cell_density.png
Bar = 50 um. The die is cut into 15 by 15 equal tiles; white is low, dark blue is high, 0 to 100% covered.
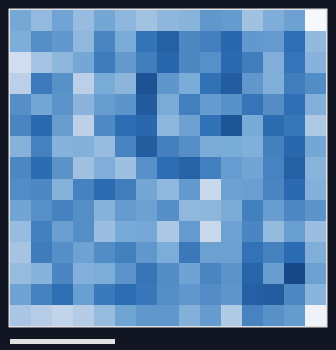
io_fan.png
Bar = 50 um.
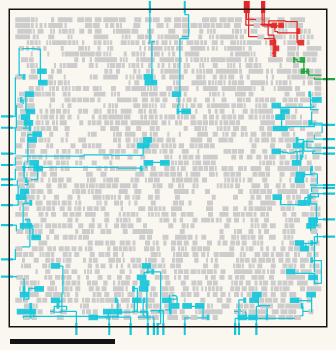
placement.png
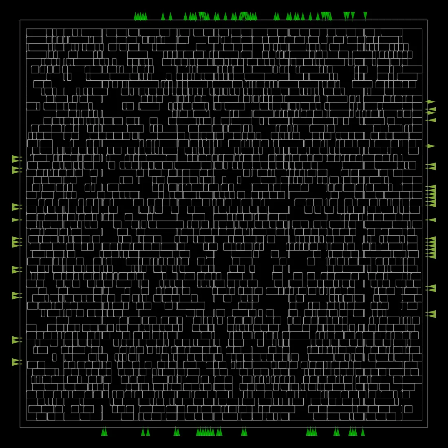
**src/rtl/alu_pkg.sv**
```systemverilog
// Shared ALU definitions: the 4-bit ALU_Operation codes (also imported by the
// ALU control decoder), the execution-unit FSM state encoding, and a helper
// that classifies the iterative shift operations.
package alu_pkg;

    localparam logic [3:0] ALU_AND  = 4'b0000;
    localparam logic [3:0] ALU_OR   = 4'b0001;
    localparam logic [3:0] ALU_ADD  = 4'b0010;
    localparam logic [3:0] ALU_XOR  = 4'b0011;
    localparam logic [3:0] ALU_SUB  = 4'b0110;
    localparam logic [3:0] ALU_SLT  = 4'b0111;
    localparam logic [3:0] ALU_SLL  = 4'b1000;
    localparam logic [3:0] ALU_SRL  = 4'b1001;
    localparam logic [3:0] ALU_SRA  = 4'b1010;
    localparam logic [3:0] ALU_NOR  = 4'b1100;
    localparam logic [3:0] ALU_SLTU = 4'b1110;

    typedef enum logic [1:0] {
        IDLE  = 2'b00,
        SHIFT = 2'b01,
        DONE  = 2'b10
    } alu_state_e;

    // True for the opcodes that run through the one-bit-per-cycle shifter.
    function automatic logic is_shift_op(input logic [3:0] op);
        return (op == ALU_SLL) || (op == ALU_SRL) || (op == ALU_SRA);
    endfunction

endpackage

```
**src/rtl/alu_shift_step.sv**
```systemverilog
// One-bit combinational shift of a WIDTH-bit value. Left shifts fill with 0;
// right shifts fill with 0 or, when arith is set, with the sign bit.
module alu_shift_step #(
    parameter int WIDTH = 32
) (
    input  logic [WIDTH-1:0] din,
    input  logic             dir_left,
    input  logic             arith,
    output logic [WIDTH-1:0] dout
);

    // Select the shift direction and the fill bit for a right shift.
    always_comb begin
        dout = din;
        if (dir_left) begin
            dout = {din[WIDTH-2:0], 1'b0};
        end else begin
            dout = {arith & din[WIDTH-1], din[WIDTH-1:1]};
        end
    end

endmodule

```
**src/rtl/alu_exec_unit.sv**
```systemverilog
// ALU execution unit: accepts an operation on a valid/ready handshake, runs
// logic/arithmetic in one cycle and shifts at one bit per cycle, then holds
// Result/Zero/Error until the downstream stage takes them.
// Optional feature: define ALU_EXEC_OVERFLOW_EN to add the signed Overflow
// output for add/sub.
module alu_exec_unit
    import alu_pkg::*;
#(
    parameter int WIDTH   = 32,
    parameter int SHAMT_W = 5
) (
    input  logic               clk,
    input  logic               reset,
    input  logic               in_valid,
    output logic               in_ready,
    input  logic [3:0]         ALU_Operation,
    input  logic [WIDTH-1:0]   A,
    input  logic [WIDTH-1:0]   B,
    input  logic [SHAMT_W-1:0] Shamt,
    output logic               out_valid,
    input  logic               out_ready,
    output logic [WIDTH-1:0]   Result,
    output logic               Zero,
    output logic               Error
`ifdef ALU_EXEC_OVERFLOW_EN
    ,
    output logic               Overflow
`endif
);

    alu_state_e         state_r;
    alu_state_e         state_nxt_s;
    logic [3:0]         op_r;
    logic [SHAMT_W-1:0] cnt_r;
    logic [WIDTH-1:0]   result_r;
    logic               zero_r;
    logic               error_r;
    logic               accept_s;
    logic [WIDTH-1:0]   alu_res_s;
    logic               alu_err_s;
    logic [WIDTH-1:0]   shift_s;

    assign in_ready  = (state_r == IDLE);
    assign out_valid = (state_r == DONE);
    assign accept_s  = in_valid && (state_r == IDLE);
    assign Result    = result_r;
    assign Zero      = zero_r;
    assign Error     = error_r;

    // Single-cycle operations; shift opcodes load B as the shifter's start value.
    always_comb begin
        alu_res_s = {WIDTH{1'b0}};
        alu_err_s = 1'b0;
        case (ALU_Operation)
            ALU_ADD:  alu_res_s = A + B;
            ALU_SUB:  alu_res_s = A - B;
            ALU_AND:  alu_res_s = A & B;
            ALU_OR:   alu_res_s = A | B;
            ALU_XOR:  alu_res_s = A ^ B;
            ALU_NOR:  alu_res_s = ~(A | B);
            ALU_SLT:  alu_res_s = {{(WIDTH-1){1'b0}}, ($signed(A) < $signed(B))};
            ALU_SLTU: alu_res_s = {{(WIDTH-1){1'b0}}, (A < B)};
            ALU_SLL,
            ALU_SRL,
            ALU_SRA:  alu_res_s = B;
            default: begin
                alu_res_s = {WIDTH{1'b0}};
                alu_err_s = 1'b1;
            end
        endcase
    end

    alu_shift_step #(
        .WIDTH (WIDTH)
    ) u_shift_step (
        .din      (result_r),
        .dir_left (op_r == ALU_SLL),
        .arith    (op_r == ALU_SRA),
        .dout     (shift_s)
    );

    // FSM state register.
    always_ff @(posedge clk) begin
        if (reset) begin
            state_r <= IDLE;
        end else begin
            state_r <= state_nxt_s;
        end
    end

    // FSM next-state: a zero shift amount skips SHIFT; DONE waits for out_ready.
    always_comb begin
        state_nxt_s = state_r;
        case (state_r)
            IDLE: begin
                if (accept_s) begin
                    if (is_shift_op(ALU_Operation) && (Shamt != {SHAMT_W{1'b0}})) begin
                        state_nxt_s = SHIFT;
                    end else begin
                        state_nxt_s = DONE;
                    end
                end else begin
                    state_nxt_s = IDLE;
                end
            end
            SHIFT: begin
                if (cnt_r == SHAMT_W'(1)) begin
                    state_nxt_s = DONE;
                end else begin
                    state_nxt_s = SHIFT;
                end
            end
            DONE: begin
                if (out_ready) begin
                    state_nxt_s = IDLE;
                end else begin
                    state_nxt_s = DONE;
                end
            end
            default: state_nxt_s = IDLE;
        endcase
    end

    // Datapath registers: load on accept, shift one bit per SHIFT cycle, hold otherwise.
    always_ff @(posedge clk) begin
        if (reset) begin
            op_r     <= 4'b0000;
            cnt_r    <= {SHAMT_W{1'b0}};
            result_r <= {WIDTH{1'b0}};
            zero_r   <= 1'b1;
            error_r  <= 1'b0;
        end else begin
            case (state_r)
                IDLE: begin
                    if (accept_s) begin
                        op_r     <= ALU_Operation;
                        cnt_r    <= Shamt;
                        result_r <= alu_res_s;
                        zero_r   <= (alu_res_s == {WIDTH{1'b0}});
                        error_r  <= alu_err_s;
                    end
                end
                SHIFT: begin
                    cnt_r    <= cnt_r - SHAMT_W'(1);
                    result_r <= shift_s;
                    zero_r   <= (shift_s == {WIDTH{1'b0}});
                end
                default: begin
                    result_r <= result_r;
                end
            endcase
        end
    end

`ifdef ALU_EXEC_OVERFLOW_EN
    logic ovf_r;
    logic alu_ovf_s;

    assign Overflow = ovf_r;

    // Signed overflow of add/sub, judged from the operand and result sign bits.
    always_comb begin
        alu_ovf_s = 1'b0;
        if (ALU_Operation == ALU_ADD) begin
            alu_ovf_s = (A[WIDTH-1] == B[WIDTH-1]) && (alu_res_s[WIDTH-1] != A[WIDTH-1]);
        end else if (ALU_Operation == ALU_SUB) begin
            alu_ovf_s = (A[WIDTH-1] != B[WIDTH-1]) && (alu_res_s[WIDTH-1] != A[WIDTH-1]);
        end else begin
            alu_ovf_s = 1'b0;
        end
    end

    // Overflow flag is captured with the operation and held until the next accept.
    always_ff @(posedge clk) begin
        if (reset) begin
            ovf_r <= 1'b0;
        end else if (accept_s) begin
            ovf_r <= alu_ovf_s;
        end else begin
            ovf_r <= ovf_r;
        end
    end
`endif

endmodule

```
**config.mk**
```make
export PLATFORM = sky130hd
export DESIGN_NAME = alu_exec_unit
export DESIGN_NICKNAME = d
export VERILOG_FILES = /design/src/rtl/alu_pkg.sv /design/src/rtl/alu_shift_step.sv /design/src/rtl/alu_exec_unit.sv
export SDC_FILE = /design/constraint.sdc
export NUM_CORES = 1
export LEC_CHECK = 0
export ABC_CLOCK_PERIOD_IN_PS = 4790
export CORE_MARGIN = 2
export CORE_UTILIZATION = 40
export CTS_BUF_LIST = sky130_fd_sc_hd__clkbuf_2
export CTS_CLUSTER_DIAMETER = 150
export DETAILED_ROUTE_END_ITERATION = 7
export GPL_TIMING_DRIVEN = 1
export PLACE_DENSITY = 0.59
export SLEW_MARGIN = 0
export SYNTH_ARGS = -nofsm -noshare
export SYNTH_HDL_FRONTEND = slang
export SYNTH_SLANG_ARGS = --single-unit
```
**constraint.sdc**
```tcl
create_clock -name clk -period 4.79 [get_ports clk]
set_input_delay 1.437 -clock clk [delete_from_list [all_inputs] [get_ports clk]]
set_output_delay 1.437 -clock clk [all_outputs]
set_load 0.005 [all_outputs]
```
==> results.txt <==
flow finished, numbers: Synth area leader ha_1, Seq/Total Area, Yosys 0.105, Synth async-reset ratio 0, final instance area about 0.013 mm^2, Post-synth EDFFs 0, Power Internal between 1000 and 1500 uW, RSZ-0062 raised after global routing yes, top cells by area ha_1 14%, dfxtp_1 11%, a21oi_1 8.7%, Largest logic family AND-OR/OR-AND gates, Worst path slowest cell a2111oi_4, Max Cap Viol 0, largest net degree at the start of global routing 66, chip area about 0.023 mm^2, CP required 5.21 ns, dpl ws -0.716 ns, CP top delay family AND-OR/OR-AND gates, sw power 949 uW, Congestion Overflow GR 0, Synth Area in Simple Gates 0.250, met2 wire length 18.5 mm, total power 2200 uW, Root Driver clkbuf_2, Clock transition at path regs 0.26 ns, CTS Buffer Depth 2, final setup fails 1, failing checks negative setup slack, met3 WL 2.95 mm, max reg flops 32, num rows 53, Synthesized Nets 1462, Min Clock Period, post-route slightly below 5 ns, worst path bufs/invs 5, Log Warnings 92, Top cells excl fill/tap 393 x buf_4, 158 x nand2_1, 145 x a21oi_1, first-pass GRT wire length 62.1 mm, worst slew pin tran 0.816 ns, Final WS setup -0.0194 ns, Netlist cell types around 85, remaining antenna violation count after routing 0, Hold/Removal Path Class reg -> reg, area post-placement about 0.013 mm^2, synthesized flop and latch total 45, share of cells above drive strength 1 0.290, initial antenna violation count 1, Static Leak ~0.0058 uW, initial drt markers 1092, vias in the first global route 11145, DR vias/cell 5.91, CP startpoint kind input pin, # Cells Yosys 1285, CP peak stage delay 0.55 ns, clock share of power 0.130, Metal-1 WL 17.7 mm, status finished, violations left, CP Data Arrival Time 5.23 ns
-- cell_density.png (at the start) --
- tiles over 75% full: 12%
- fullest tile: 90%
- mean over tiles: 57%

-- io_fan.png (at the start) --
- `A`: cyan (bits 32; direction input; edge 11 bottom, 10 left, 9 right, 2 top; end cells 96; buffers 60; wire 1330 um)
- `in_valid`: green (bits 1; direction input; edge right; end cells 4; buffers 1; wire 28.3 um)
- `Shamt`: red (bits 5; direction input; edge top; end cells 7; buffers 5; wire 136 um)
io pins: 113
PortBufs: 112

-- placement.png (at the start) --
Non-Filler Instances: 1988
utilization after layout: 0.625
Well Taps: 275
flop share of the area: 0.0686
Core Footprint: 0.0210 mm^2

-- worst min-delay path: stages (launching register included) --
cell and delay, ns:
dfxtp_1 0.37, nand2_1 0.05, a21oi_1 0.06
-- layout make-up --
class	instances	area, um^2
Antenna cell	1	2.50
Clock buffer	5	25.0
Clock inverter	3	68.8
Fill cell	1949	7880
Inverter	104	390
Multi-Input combinational cell	1046	7260
Sequential cell	45	901
Tap cell	275	344
Timing Repair Buffer	509	4150
-- worst paths after layout --
kind | endpoint | slack [ns] | cells past startpoint
hold / removal | op_r[3]$_SDFFE_PP0P_ | 0.49 | 2
hold reg to reg | op_r[3]$_SDFFE_PP0P_ | 0.49 | 2
setup reg to reg | Zero$_SDFFE_PP1P_ | 1.93 | 10
setup / recovery | Zero$_SDFFE_PP1P_ | -0.02 | 16
-- power groups by stage --
stage                     clock (uW)  combinational (uW)  sequential [uW]
after floorplan                    0                 647              433
after detailed placement           0                1380              441
final                            287                1480              435
after global routing             305                1590              438
after CTS                        291                1410              433
after global placement             0                1380              440
-- through the flow --
stage	util	cells
finish	0.625	1988
floorplan	-	1285
detailed placement	0.603	1977
global route	0.625	1988
CTS	0.614	1985
global placement	0.603	1977
-- Yosys cell counts, types with 9 or more instances --
cell type	instances
nand2_1	158
a221oi_1	10
o21ai_0	56
clkbuf_1	52
a31oi_1	23
nor2_1	124
a21oi_1	148
nor3_1	40
a22oi_1	10
a21o_1	9
ha_1	98
a222oi_1	13
and2_1	9
inv_1	100
nor2b_1	12
nor4_1	19
o31ai_1	13
nand3_1	29
nand4_1	13
o22ai_1	10
o211ai_1	22
o221ai_1	10
a211oi_1	21
a211o_1	9
dfxtp_1	45
o21a_1	9
a311oi_1	15
mux2i_1	13
buf_2	28
No activity file was given, so power comes from the tool's default toggle rates.
